## src/rtl/data_inf_pack_pkg.sv

```systemverilog
// ---------------------------------------------------------------------------
// data_inf_pack_pkg
// Shared types and helpers for the byte-to-word packer.
//   pack_state_e : FILL (accepting bytes) / STALL (holding a finished word)
//   CNT_W        : lane counter width, sized for the largest legal RATIO (8)
//   lane_idx()   : maps beat number within a word to its output lane
// Optional build macro: DATA_INF_PACK_MSB_FIRST_EN (beat 0 lands in the top
// lane instead of lane 0).
// ---------------------------------------------------------------------------
package data_inf_pack_pkg;

  typedef enum logic {FILL = 1'b0, STALL = 1'b1} pack_state_e;

  // RATIO is a module parameter limited to 2..8, so one counter width
  // covering the maximum serves every legal instance.
  localparam int MAX_RATIO = 8;
  localparam int CNT_W     = $clog2(MAX_RATIO);

  // Lane that beat number cnt occupies within a word of ratio lanes.
  function automatic logic [CNT_W-1:0] lane_idx(input logic [CNT_W-1:0] cnt,
                                                input int               ratio);
`ifdef DATA_INF_PACK_MSB_FIRST_EN
    lane_idx = CNT_W'(ratio - 1 - int'(cnt));
`else
    // cnt never reaches ratio, so this is a plain pass-through.
    if (int'(cnt) < ratio) begin
      lane_idx = cnt;
    end else begin
      lane_idx = {CNT_W{1'b0}};
    end
`endif
  endfunction

endpackage

```

## src/rtl/data_inf_pack_8to32.sv

```systemverilog
// ---------------------------------------------------------------------------
// data_inf_pack_8to32
// Packs RATIO consecutive ISIZE-bit beats into one ISIZE*RATIO-bit word with
// a per-lane keep mask. A word closes when all lanes are filled or when the
// packet's last beat arrives. Sustains one input beat per cycle as long as
// the downstream keeps up; a one-word skid (the assembly register) absorbs
// a stalled output before in_ready drops.
// Optional build macro: DATA_INF_PACK_MSB_FIRST_EN (reverse lane order).
//
// Ports:
//   clock     in   clock, posedge active
//   rst_n     in   asynchronous active-low reset
//   in_valid  in   input beat valid
//   in_ready  out  input beat accepted when in_valid && in_ready (registered)
//   in_data   in   input beat, ISIZE bits
//   in_last   in   final beat of packet
//   out_valid out  output word valid
//   out_ready in   downstream accept
//   out_data  out  packed word, ISIZE*RATIO bits
//   out_keep  out  lane-valid mask, RATIO bits
//   out_last  out  word holds the packet's final beat
// ---------------------------------------------------------------------------
module data_inf_pack_8to32
  import data_inf_pack_pkg::*;
#(
  parameter int ISIZE = 8,
  parameter int RATIO = 4
) (
  input  logic                   clock,
  input  logic                   rst_n,
  input  logic                   in_valid,
  output logic                   in_ready,
  input  logic [ISIZE-1:0]       in_data,
  input  logic                   in_last,
  output logic                   out_valid,
  input  logic                   out_ready,
  output logic [ISIZE*RATIO-1:0] out_data,
  output logic [RATIO-1:0]       out_keep,
  output logic                   out_last
);

  localparam int OSIZE = ISIZE * RATIO;

  pack_state_e      state;
  logic [CNT_W-1:0] cnt;
  logic [OSIZE-1:0] asm_data;
  logic [RATIO-1:0] asm_keep;
  logic             asm_last;

  logic [CNT_W-1:0] lane;
  logic [OSIZE-1:0] word_data;
  logic [RATIO-1:0] word_keep;
  logic             accept;
  logic             out_free;
  logic             complete;

  // Assembly word with the current beat merged in, plus handshake decodes.
  always_comb begin
    lane      = lane_idx(cnt, RATIO);
    accept    = in_valid && in_ready;
    out_free  = !out_valid || out_ready;
    complete  = accept && ((cnt == CNT_W'(RATIO - 1)) || in_last);
    word_data = asm_data;
    word_data[lane*ISIZE +: ISIZE] = in_data;
    word_keep = asm_keep | ({{(RATIO-1){1'b0}}, 1'b1} << lane);
  end

  // Packer state machine with registered output stage and registered in_ready.
  always_ff @(posedge clock or negedge rst_n) begin
    if (!rst_n) begin
      state     <= FILL;
      in_ready  <= 1'b1;
      cnt       <= {CNT_W{1'b0}};
      asm_data  <= {OSIZE{1'b0}};
      asm_keep  <= {RATIO{1'b0}};
      asm_last  <= 1'b0;
      out_valid <= 1'b0;
      out_data  <= {OSIZE{1'b0}};
      out_keep  <= {RATIO{1'b0}};
      out_last  <= 1'b0;
    end else begin
      // An accepted output word retires unless a new word replaces it below.
      if (out_valid && out_ready) begin
        out_valid <= 1'b0;
      end
      case (state)
        FILL: begin
          if (accept) begin
            if (complete) begin
              cnt <= {CNT_W{1'b0}};
              if (out_free) begin
                // Direct transfer: no bubble even when the old word leaves now.
                out_valid <= 1'b1;
                out_data  <= word_data;
                out_keep  <= word_keep;
                out_last  <= in_last;
                asm_data  <= {OSIZE{1'b0}};
                asm_keep  <= {RATIO{1'b0}};
                asm_last  <= 1'b0;
              end else begin
                // Output occupied: park the finished word and stop input.
                asm_data <= word_data;
                asm_keep <= word_keep;
                asm_last <= in_last;
                state    <= STALL;
                in_ready <= 1'b0;
              end
            end else begin
              asm_data <= word_data;
              asm_keep <= word_keep;
              cnt      <= cnt + CNT_W'(1);
            end
          end
        end
        STALL: begin
          if (out_valid && out_ready) begin
            out_valid <= 1'b1;
            out_data  <= asm_data;
            out_keep  <= asm_keep;
            out_last  <= asm_last;
            asm_data  <= {OSIZE{1'b0}};
            asm_keep  <= {RATIO{1'b0}};
            asm_last  <= 1'b0;
            state     <= FILL;
            in_ready  <= 1'b1;
          end
        end
        default: begin
          state    <= FILL;
          in_ready <= 1'b1;
          cnt      <= {CNT_W{1'b0}};
        end
      endcase
    end
  end

endmodule

```

## config.mk

```make
export PLATFORM = sky130hd
export DESIGN_NAME = data_inf_pack_8to32
export DESIGN_NICKNAME = d
export VERILOG_FILES = /design/src/rtl/data_inf_pack_pkg.sv /design/src/rtl/data_inf_pack_8to32.sv
export SDC_FILE = /design/constraint.sdc
export NUM_CORES = 1
export LEC_CHECK = 0
export CORE_ASPECT_RATIO = 1.1
export CORE_MARGIN = 2
export CORE_UTILIZATION = 40
export CTS_CLUSTER_SIZE = 12
export DETAILED_ROUTE_END_ITERATION = 12
export PLACE_DENSITY = 0.66
export RECOVER_POWER = 50
export SETUP_SLACK_MARGIN = 0.2
export SYNTH_ARGS = -nofsm -noshare
export SYNTH_HDL_FRONTEND = slang
export SYNTH_SLANG_ARGS = --single-unit
```

## constraint.sdc

```tcl
create_clock -name clock -period 2.9 [get_ports clock]
set_clock_uncertainty 0.05 [all_clocks]
set_input_delay 0.435 -clock clock [delete_from_list [all_inputs] [get_ports clock]]
set_output_delay 0.435 -clock clock [all_outputs]
set_load 0.03 [all_outputs]
```

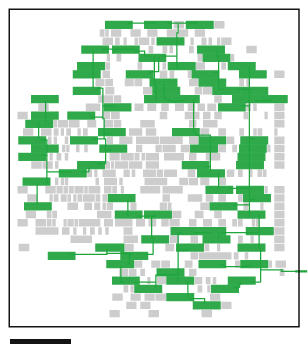
io_fan.png
Scale bar: 20 µm.
legend:
  green:
    port: `rst_n`
    bits: 1
    direction: input
    edge: right
    end_cells: 80
    buffers: 1
    wire: 522 µm

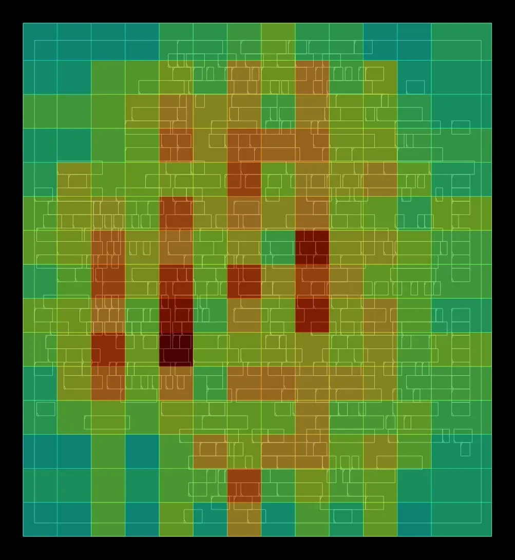
congestion.png
met1 routing resource usage after global routing: 26.1%
met3 layer usage reported by global route: 3.33%
average detailed-routed wire length per instance: 16.3 µm
met2 capacity usage during global routing: 26.2%
core utilization of the finished layout: 50.3%

==> out/results.md <==
| Group | Result | This run |
| --- | --- | --- |
| run status | Outcome | complete, but fails checks |
| run status | Violated checks | max-capacitance violations, max-slew violations |
| die | IO Pins | 52 |
| routing | Highest signal layer in the routed design | met4 |
| final layout | Ant. Diodes | 0 |
| clock tree | Number of buffers on the longest clock path | 2 |
| die | Horiz. Die Dim | 95.0 µm |
| sta | Final hold violation count | 0 |
| sta | Fin Hold WS | 0.434 ns |
| power and ir drop | Ratio of total power to cell area | 451 nW/µm² |
| min path | Endpoint of the worst hold path | out_data[26] |
| die | Die Y | 104 µm |
| yosys | Top cells by area in the synthesized netlist | sky130_fd_sc_hd__dfrtp_1, sky130_fd_sc_hd__a22o_1, sky130_fd_sc_hd__a22oi_1 |
| yosys | Most frequent cell after synthesis | sky130_fd_sc_hd__dfrtp_1 |
| global routing | Aggregate global routing overflow | 0 |
| setup path | Setup slack of the most critical reg-to-reg path | 0.41 ns |
| min path | Cell count of the worst hold path | 2 |
| clock tree | H-tree depth | 3 |
| yosys | Share of synthesized area occupied by flip-flops and latches | 54.9% |
| clock tree | Clock tree from TritonCTS | built |
| yosys | Synthesized netlist cell count | 330 |
| sta | Worst slew margin relative to its limit | -28.0% |
| final layout | Final Instance Area | 4460 µm² |
| sta | Fin. max-slew vios | 81 |
| min path | Worst hold path class | flop to flop |
| global routing | Global-route wire length before repair | 13700 µm |
| power and ir drop | VDD IR-drop max | 0.209 mV |
| routing | Starting DRT DRC Count | 189 |
| sta | Unrepaired setup endpoints after global routing | no |
| setup path | Slowest stage cell on the critical path | sky130_fd_sc_hd__nor3b_4 |
| setup path | FF-to-FF End | asm_data[31] |
| setup path | Cells traversed along the worst timing path | nand2b_1 > inv_4 > ha_1 > nand2b_1 > nor4_4 > nor3b_4 > a22o_1 |
| yosys | Top cells by count, synth | sky130_fd_sc_hd__dfrtp_1, sky130_fd_sc_hd__nand2_1, sky130_fd_sc_hd__o21ai_1 |
| setup path | Startpoint-to-endpoint class of the critical path | flop to flop |
| placement | Placer's final routability congestion estimate | 0.883 |
| yosys | Net count entering floorplan | 353 |
| yosys | Post-synthesis cell type with the largest combined area | sky130_fd_sc_hd__dfrtp_1 |
| yosys | Post-synthesis average cell area | 11.1 µm² |
| die | Row cnt | 36 |
| sta | Actual slew at the worst max-slew pin | 1.92 ns |
| job | Max-capacitance violation count | 1 |
| setup path | R2r startpoint | cnt[2] |
| routing | Met1 wire length | 3880 µm |
| final layout | Fraction of final layout cells with drive strength greater than 1 | 11.1% |
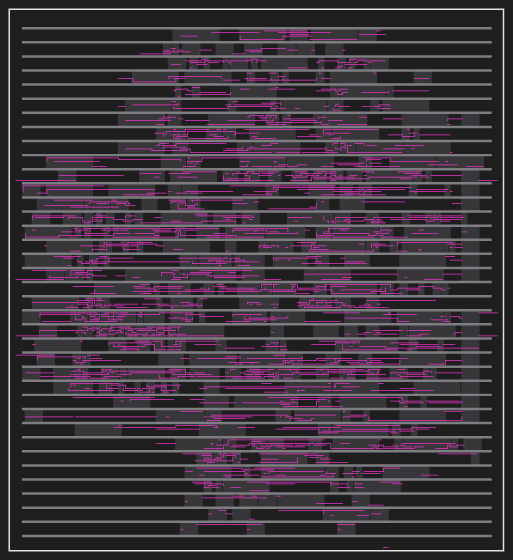
layer_met1.png
Supply wires on this layer in gray. Cells faint in the background.
nets with wire on the layer: 352
longest straight run: 26.7 µm
wire length on this layer: 3880 µm
share of all routed wire: 48%

## worst max-delay path, delay by kind of cell (launching register included)
family / cells / cell delay, ns
DFF: 1 / 0.38
AOI/OAI and AO/OA: 1 / 0.19
buffers and inverters: 1 / 0.20
adders and majority gates: 1 / 0.20
and+or+nand+nor: 4 / 1.41
## through the flow
stage | util, % | cells
6_report | 50.3 | 494
3_5_place_dp | 47.8 | 476
4_1_cts | 50.1 | 492
5_1_grt | 50.3 | 494
2_1_floorplan | - | 330
3_3_place_gp | 47.8 | 476
## per-layer routing
metal / vias up / global-route usage [%]
li1: 1294 / -
met1: 1336 / 26.1
met2: 73 / 26.2
met3: 9 / 3.33
met4: 0 / 4.04
met5: - / 0
## flip-flops by register name, indices dropped and copies added (netlist names)
name	count
out_data	32
out_valid	1
cnt	3
state	1
out_keep	4
in_ready	1
asm_last	1
asm_data	32
out_last	1
asm_keep	4
## report_power, final
part	internal [mW]	leakage, nW	switching (mW)
logic	0.0164	0.752	0.0454
registers	1.11	1.10	0
clock network	0.406	0.0936	0.431
## worst max-delay path by stage
stage	from	to	slack [ns]	cells past startpoint
CTS	cnt[2]	asm_data[31]	0.31	7
global route	cnt[0]	out_data[6]	0.24	6
floorplan	cnt[2]	asm_data[10]	0.76	7
finish	cnt[2]	asm_data[31]	0.41	7
detailed placement	cnt[2]	asm_data[29]	0.33	7
global placement	cnt[2]	asm_data[28]	0.55	7
## final cells by class
class,instances,area (µm²),share of cell area [%]
multi-input combinational,222,1530,34.3
sequential,80,2000,44.9
inverter,6,25.0,0.561
clock inverter,7,81.3,1.82
tap,114,143,3.20
clock buffer,9,124,2.78
timing repair buffer,56,556,12.5
## kinds of logic after synthesis
logic type,after synthesis,share of synthesized area (%)
flops,80,54.9
simple gates,86,13.2
buf+inv,28,3.33
fa+ha+maj,10,3.43
compound gates,126,25.1
## cell usage in the layout, fill, tap and decap left out, drive strengths merged
cell | netlist | routed
a31oi | 1 | 1
and2b | 1 | 1
nor3b | 3 | 3
nor4 | 3 | 3
nand2b | 5 | 5
a32o | 2 | 2
o22ai | 1 | 1
nand3 | 1 | 1
and2 | 1 | 1
a21oi | 7 | 7
clkdlybuf4s50 | 0 | 38
clkbuf | 9 | 10
or3 | 1 | 1
and3 | 2 | 2
o32a | 4 | 4
ha | 10 | 10
dlygate4sd3 | 0 | 12
a22oi | 32 | 32
bufinv | 0 | 1
o31ai | 2 | 2
o211a | 1 | 1
buf | 13 | 5
a22o | 31 | 31
clkinvlp | 0 | 3
o21ai | 44 | 44
clkinv | 0 | 2
and3b | 1 | 1
dfstp | 1 | 1
o211ai | 1 | 1
nand2 | 41 | 41
nor2 | 23 | 23
nor3 | 2 | 2
dfrtp | 79 | 79
nand3b | 2 | 2
inv | 6 | 7
## what timing repair did
item,4_1_cts,5_1_grt
hold buffers,0,0
setup endpoints to repair,0,8
resized,0,0
buffers inserted,0,2
Power and IR drop assume default switching activity.
